===== config.mk =====
export PLATFORM = sky130hd
export DESIGN_NAME = lsu
export DESIGN_NICKNAME = d
export VERILOG_FILES = /design/src/rtl/lsu_pkg.sv /design/src/rtl/lsu_align.sv /design/src/rtl/lsu.sv
export SDC_FILE = /design/constraint.sdc
export NUM_CORES = 1
export LEC_CHECK = 0
export CORE_MARGIN = 2
export CORE_UTILIZATION = 50
export DETAILED_ROUTE_END_ITERATION = 8
export PLACE_DENSITY = 0.84
export SLEW_MARGIN = 20
export SYNTH_ARGS = -nofsm -noshare
export SYNTH_HDL_FRONTEND = slang
export SYNTH_SLANG_ARGS = --single-unit

===== constraint.sdc =====
create_clock -name clk_i -period 11.87 [get_ports clk_i]
set_input_delay 2.374 -clock clk_i [delete_from_list [all_inputs] [get_ports clk_i]]
set_output_delay 2.374 -clock clk_i [all_outputs]
set_load 0.02 [all_outputs]

===== src/rtl/lsu_pkg.sv =====
// Shared encodings for the load/store unit: FSM state codes, funct3 access
// codes, opcode_info bit positions and the per-size byte-enable pattern.
package lsu_pkg;

  // 2-bit state codes, kept as plain constants so legacy code can still use them
  localparam logic [1:0] LSU_ST_IDLE = 2'd0;
  localparam logic [1:0] LSU_ST_REQ  = 2'd1;
  localparam logic [1:0] LSU_ST_RSP  = 2'd2;
  localparam logic [1:0] LSU_ST_DONE = 2'd3;

  typedef enum logic [1:0] {
    ST_IDLE = LSU_ST_IDLE,
    ST_REQ  = LSU_ST_REQ,
    ST_RSP  = LSU_ST_RSP,
    ST_DONE = LSU_ST_DONE
  } lsu_state_e;

  // funct3 access size/sign encodings (stores use the low four)
  localparam logic [2:0] LSU_B  = 3'b000;
  localparam logic [2:0] LSU_H  = 3'b001;
  localparam logic [2:0] LSU_W  = 3'b010;
  localparam logic [2:0] LSU_D  = 3'b011;
  localparam logic [2:0] LSU_BU = 3'b100;
  localparam logic [2:0] LSU_HU = 3'b101;
  localparam logic [2:0] LSU_WU = 3'b110;

  // opcode_info bit indices
  localparam int unsigned OP_LOAD  = 0;
  localparam int unsigned OP_STORE = 1;

  // byte enables for an access of the given size at lane 0
  function automatic logic [7:0] size_strb(input logic [1:0] size);
    case (size)
      2'd0:    return 8'h01;
      2'd1:    return 8'h03;
      2'd2:    return 8'h0F;
      default: return 8'hFF;
    endcase
  endfunction

endpackage


===== src/rtl/lsu_align.sv =====
// Combinational datapath helper for the LSU: store lane shifting and strobe
// generation, load lane extraction with sign/zero extension, and the
// misalignment / illegal-funct3 checks.
module lsu_align
  import lsu_pkg::*;
#(
  parameter int XLEN   = 64,
  parameter int STRB_W = XLEN / 8
) (
  input  logic [2:0]        funct3,
  input  logic              is_store,
  input  logic [2:0]        off,
  input  logic [XLEN-1:0]   st_data,
  input  logic [XLEN-1:0]   ld_raw,
  output logic [XLEN-1:0]   wdata,
  output logic [STRB_W-1:0] wstrb,
  output logic [XLEN-1:0]   ld_data,
  output logic              misalign,
  output logic              illegal
);

  logic [XLEN-1:0] sh;

  // lane shifts, size checks and load extension
  always_comb begin
    wdata = st_data << {off, 3'b000};
    wstrb = size_strb(funct3[1:0]) << off;
    sh    = ld_raw >> {off, 3'b000};

    case (funct3[1:0])
      2'd0:    misalign = 1'b0;
      2'd1:    misalign = off[0];
      2'd2:    misalign = |off[1:0];
      default: misalign = |off;
    endcase

    illegal = is_store ? funct3[2] : (funct3 == 3'b111);

    case (funct3)
      LSU_B:   ld_data = {{(XLEN-8){sh[7]}}, sh[7:0]};
      LSU_H:   ld_data = {{(XLEN-16){sh[15]}}, sh[15:0]};
      LSU_W:   ld_data = {{(XLEN-32){sh[31]}}, sh[31:0]};
      LSU_BU:  ld_data = {{(XLEN-8){1'b0}}, sh[7:0]};
      LSU_HU:  ld_data = {{(XLEN-16){1'b0}}, sh[15:0]};
      LSU_WU:  ld_data = {{(XLEN-32){1'b0}}, sh[31:0]};
      default: ld_data = sh;
    endcase
  end

endmodule


===== src/rtl/lsu.sv =====
// Load/store unit: one request/response bus transaction per LOAD/STORE,
// stalling the core while in flight. XLEN must be 64 (doubleword lanes).
module lsu
  import lsu_pkg::*;
#(
  parameter int XLEN   = 64,
  parameter int STRB_W = XLEN / 8
) (
  input  logic              clk_i,
  input  logic              rst_i,
  input  logic              op_load_i,
  input  logic              op_store_i,
  input  logic [2:0]        funct3_i,
  input  logic [XLEN-1:0]   rs1_rdata_i,
  input  logic [XLEN-1:0]   rs2_rdata_i,
  input  logic [XLEN-1:0]   imm_i,
  output logic              lsu_busy_o,
  output logic              lsu_done_o,
  output logic [XLEN-1:0]   lsu_rdata_o,
  output logic              lsu_misalign_o,
  output logic              lsu_illegal_o,
  output logic              lsu_fault_o,
  output logic              mem_req_valid_o,
  input  logic              mem_req_ready_i,
  output logic [XLEN-1:0]   mem_addr_o,
  output logic              mem_we_o,
  output logic [XLEN-1:0]   mem_wdata_o,
  output logic [STRB_W-1:0] mem_wstrb_o,
  input  logic              mem_rsp_valid_i,
  input  logic [XLEN-1:0]   mem_rsp_rdata_i,
  input  logic              mem_rsp_err_i
);

  lsu_state_e        state_q;
  logic [XLEN-1:0]   addr_q;
  logic              we_q;
  logic [2:0]        funct3_q;
  logic [XLEN-1:0]   wdata_q;
  logic [STRB_W-1:0] wstrb_q;
  logic [XLEN-1:0]   rdata_q;
  logic              misalign_q;
  logic              illegal_q;
  logic              fault_q;

  logic [1:0]        op;
  logic [XLEN-1:0]   addr;
  logic              idle;
  logic              start;

  logic [2:0]        a_funct3;
  logic [2:0]        a_off;
  logic              a_store;
  logic [XLEN-1:0]   a_wdata;
  logic [STRB_W-1:0] a_wstrb;
  logic [XLEN-1:0]   a_ld_data;
  logic              a_misalign;
  logic              a_illegal;

  assign op = {op_store_i, op_load_i};

  // start decode; reset also masks start so every output is 0 under reset
  always_comb begin
    addr  = rs1_rdata_i + imm_i;
    idle  = (state_q == ST_IDLE);
    start = (op[OP_LOAD] | op[OP_STORE]) & idle & ~lsu_done_o & ~rst_i;
  end

  // the single aligner sees live inputs in IDLE and the latched access afterwards
  always_comb begin
    a_funct3 = idle ? funct3_i       : funct3_q;
    a_off    = idle ? addr[2:0]      : addr_q[2:0];
    a_store  = idle ? op[OP_STORE]   : we_q;
  end

  lsu_align #(
    .XLEN   (XLEN),
    .STRB_W (STRB_W)
  ) u_align (
    .funct3   (a_funct3),
    .is_store (a_store),
    .off      (a_off),
    .st_data  (rs2_rdata_i),
    .ld_raw   (mem_rsp_rdata_i),
    .wdata    (a_wdata),
    .wstrb    (a_wstrb),
    .ld_data  (a_ld_data),
    .misalign (a_misalign),
    .illegal  (a_illegal)
  );

  // transaction FSM with latched request and captured result
  always_ff @(posedge clk_i or posedge rst_i) begin
    if (rst_i) begin
      state_q    <= ST_IDLE;
      addr_q     <= '0;
      we_q       <= 1'b0;
      funct3_q   <= '0;
      wdata_q    <= '0;
      wstrb_q    <= '0;
      rdata_q    <= '0;
      misalign_q <= 1'b0;
      illegal_q  <= 1'b0;
      fault_q    <= 1'b0;
    end else begin
      case (state_q)
        ST_IDLE: begin
          if (start) begin
            addr_q   <= addr;
            we_q     <= op[OP_STORE];
            funct3_q <= funct3_i;
            wdata_q  <= op[OP_STORE] ? a_wdata : '0;
            wstrb_q  <= op[OP_STORE] ? a_wstrb : '0;
            if (a_misalign | a_illegal) begin
              misalign_q <= a_misalign;
              illegal_q  <= a_illegal;
              fault_q    <= 1'b0;
              rdata_q    <= '0;
              state_q    <= ST_DONE;
            end else begin
              state_q <= ST_REQ;
            end
          end
        end
        ST_REQ: begin
          if (mem_req_ready_i) state_q <= ST_RSP;
        end
        ST_RSP: begin
          if (mem_rsp_valid_i) begin
            // stores return no data, so their result reads as 0
            rdata_q    <= (mem_rsp_err_i | we_q) ? '0 : a_ld_data;
            fault_q    <= mem_rsp_err_i;
            misalign_q <= 1'b0;
            illegal_q  <= 1'b0;
            state_q    <= ST_DONE;
          end
        end
        default: state_q <= ST_IDLE;
      endcase
    end
  end

  // status and bus outputs; results are visible only in the DONE cycle
  always_comb begin
    lsu_done_o      = (state_q == ST_DONE);
    lsu_busy_o      = start | (state_q == ST_REQ) | (state_q == ST_RSP);
    lsu_rdata_o     = lsu_done_o ? rdata_q : '0;
    lsu_misalign_o  = lsu_done_o & misalign_q;
    lsu_illegal_o   = lsu_done_o & illegal_q;
    lsu_fault_o     = lsu_done_o & fault_q;
    mem_req_valid_o = (state_q == ST_REQ);
    mem_addr_o      = {addr_q[XLEN-1:3], 3'b000};
    mem_we_o        = we_q;
    mem_wdata_o     = wdata_q;
    mem_wstrb_o     = wstrb_q;
  end

endmodule


==> images/placed.png <==
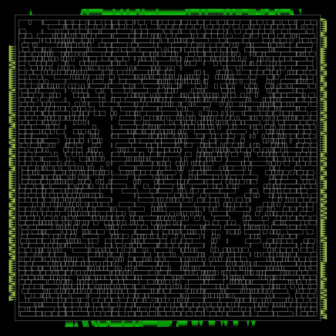
FILL cells: 2604
Post-Layout Cell Count: 2774
Seq cells: 209
proportion of cell area occupied by registers: 0.247

==> images/m2.png <==
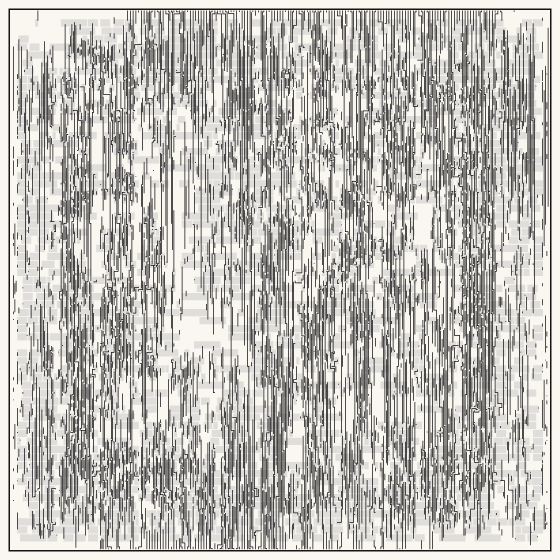
share of all routed wire = 47%
main direction = vertical
longest straight run = 79.4 um
final WL: 62.5 mm
via count: 17115

==> images/m3.png <==
Bar = 50 um.
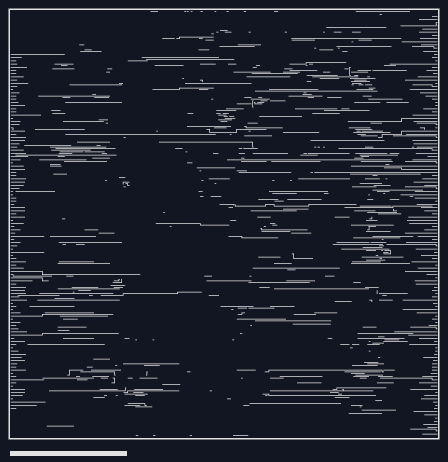
longest straight run = 69.9 um
wire length on this layer = 5810 um
met3 Usage GRT: 0.0647

==> images/port_trees.png <==
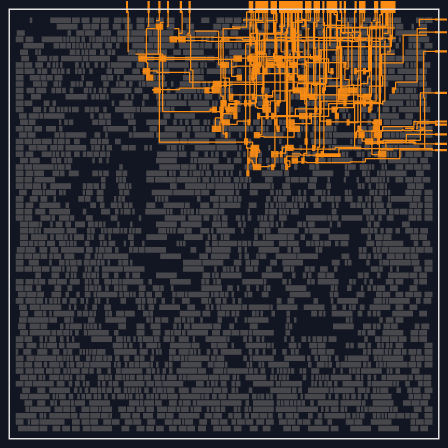
orange -> `rs2_rdata_i`  # bits 64, direction input, edge 55 north, 9 east, end cells 122, buffers 64, wire 4450 um
I/O pin total: 473
IO buf count: 469

==> images/class_map.png <==
Fill, decap, tap and diode cells in grey.
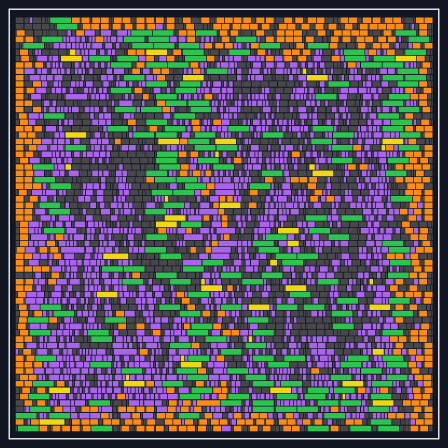
orange -> remaining buffers and delay cells  # cells 489, share of their area 24%
green -> registers  # cells 209, share of their area 25%
purple -> remaining logic cells  # cells 1626, share of their area 47%
yellow -> clock drivers and dummy loads  # cells 43, share of their area 3.8%
Final Util: 0.673
FP Rows: 65
CORE AREA: 31500 um^2
Post-Layout Inst Area: 21200 um^2

==> metrics.cfg <==
[outcome]
status=finished, final reports clean

[worst_setup_path]
critPathKind=input port to output pin
max_stage_delay_ns=0.79
cp_slowest_cell=and2_1
required_ns=9.50
startpoint=op_store_i
path_cells=clkdlybuf4s50_1 -> nor2_1 -> nor3_1 -> and2_1 -> or3_1 -> clkdlybuf4s50_1
regToRegSetupSlack_ns=7.33
startpoint_type=input port
r2r_cells=10
worst_setup_path_end_kind=output pin
r2r-start=state_q[0]

[synth]
ys_area_um2=15900
top_area_cell=dfrtp_1
synth_top_area_share=0.328
yosys-top-cells-count=nand2_1, dfrtp_1, o21ai_0
synth_top_cell_by_count=nand2_1
xor_share=0.0269
muxShareOfSynthArea=0.0654
synth-adder-area-share=0.0546
synth_warnings=0
ys_seq_frac=0.328
yosys_cells=2036
simple_gate_share=0.215
netlist_instances=2036
synthTopCellsByArea=dfrtp_1, nand2_1, mux2i_1

[clock_tree]
clock-sinks=209
clk_pin_slew_worst_paths_ns=0.05
clockRootBuffer=clkbuf_16
htree_num_levels=1
cts_made_buffers=25
cts.path.max_buffers=3
clock_latency_ns=0.53
hold_buffers=0

[power]
p_int_w=0.00262
leakage_nw=9.42
powerSeq_w=0.00120
total_power_w=0.00508
combPwrFrac=0.614
p_per_area_nw_per_um2=240
comb_cell_power_w=0.00312
p_switching_w=0.00245
pwr-share-seq=0.236
swShare=0.483

[final_timing]
drv_slew=0
rsz0062_at_grt=no
fin_worst_skew_ns=0.00923
timing.final.crit_period_ns=7.57
maxSlewHeadroom=0.353
setup_slack_ns=4.30
hold_viol_final=0

[floorplanning]
die-area_um2=33300
fp_util=0.506
fp.dieW_um=183

[layout]
nClkBuffers=28
comb_cells=1595
area_growth_pct=32.9
clock_area_frac=0.0374
largest_cell_class=logic gates

[worst_hold_path]
holdPathStages=2
hold_path_end=funct3_q[0]
min_path_type=register to register
min_from=funct3_q[0]

[run]
warnings=32

[global_route]
grt_max_degree=140
grt-ovfl-total=0

[routing]
first_pass_iters=8
drt_iter0_markers=1807
remaining_drc_errors=0
final_antenna_net_count=0
avgViaCountPerCell=6.17

[registers in the layout, summed over array words and instances, names as in the netlist]
signal       cells
addr_q          64
fault_q          1
funct3_q         3
illegal_q        1
mem_wdata_o     64
mem_we_o         1
mem_wstrb_o      8
misalign_q       1
rdata_q         64
state_q          2
[placed cells by master (no fill, tap or decap), types with 8 or more instances in the layout]
| master | instances |
|---|---|
| clkdlybuf4s50_1 | 469 |
| xor2_1 | 24 |
| nand2_1 | 410 |
| and2_1 | 75 |
| o21ai_1 | 37 |
| o21a_1 | 8 |
| clkinv_2 | 9 |
| o21bai_1 | 14 |
| a211oi_1 | 22 |
| clkbuf_16 | 25 |
| mux2i_4 | 9 |
| o211ai_1 | 8 |
| nand3_1 | 54 |
| nor3_1 | 36 |
| a31oi_1 | 43 |
| mux2i_1 | 86 |
| o31ai_1 | 11 |
| a21oi_1 | 164 |
| o21ai_0 | 180 |
| a22o_1 | 35 |
| nand4_1 | 15 |
| a21o_1 | 32 |
| and3_1 | 45 |
| buf_4 | 19 |
| xnor2_1 | 25 |
| dfrtp_1 | 209 |
| nor2_1 | 90 |
| ha_1 | 68 |
| inv_1 | 30 |
[layer usage]
layer,GRT usage,vias to the layer above,routed length [um]
met1,0.474,8150,24700
li1,-,7748,-
met2,0.593,1053,29100
met3,0.0647,160,5810
met5,0,-,23
met4,0.158,4,2890
[per-stage QoR]
step / hold WS, ns / instances / util / instance area (um^2)
floorplan: 0.431 / 2038 / - / 15900
global placement: 0.450 / 2725 / 0.646 / 20300
detailed placement: 0.456 / 2725 / 0.646 / 20300
CTS: 0.470 / 2768 / 0.672 / 21100
global route: 0.492 / 2774 / 0.673 / 21200
finish: 0.466 / 2774 / 0.673 / 21200
Power and IR drop assume default switching activity.
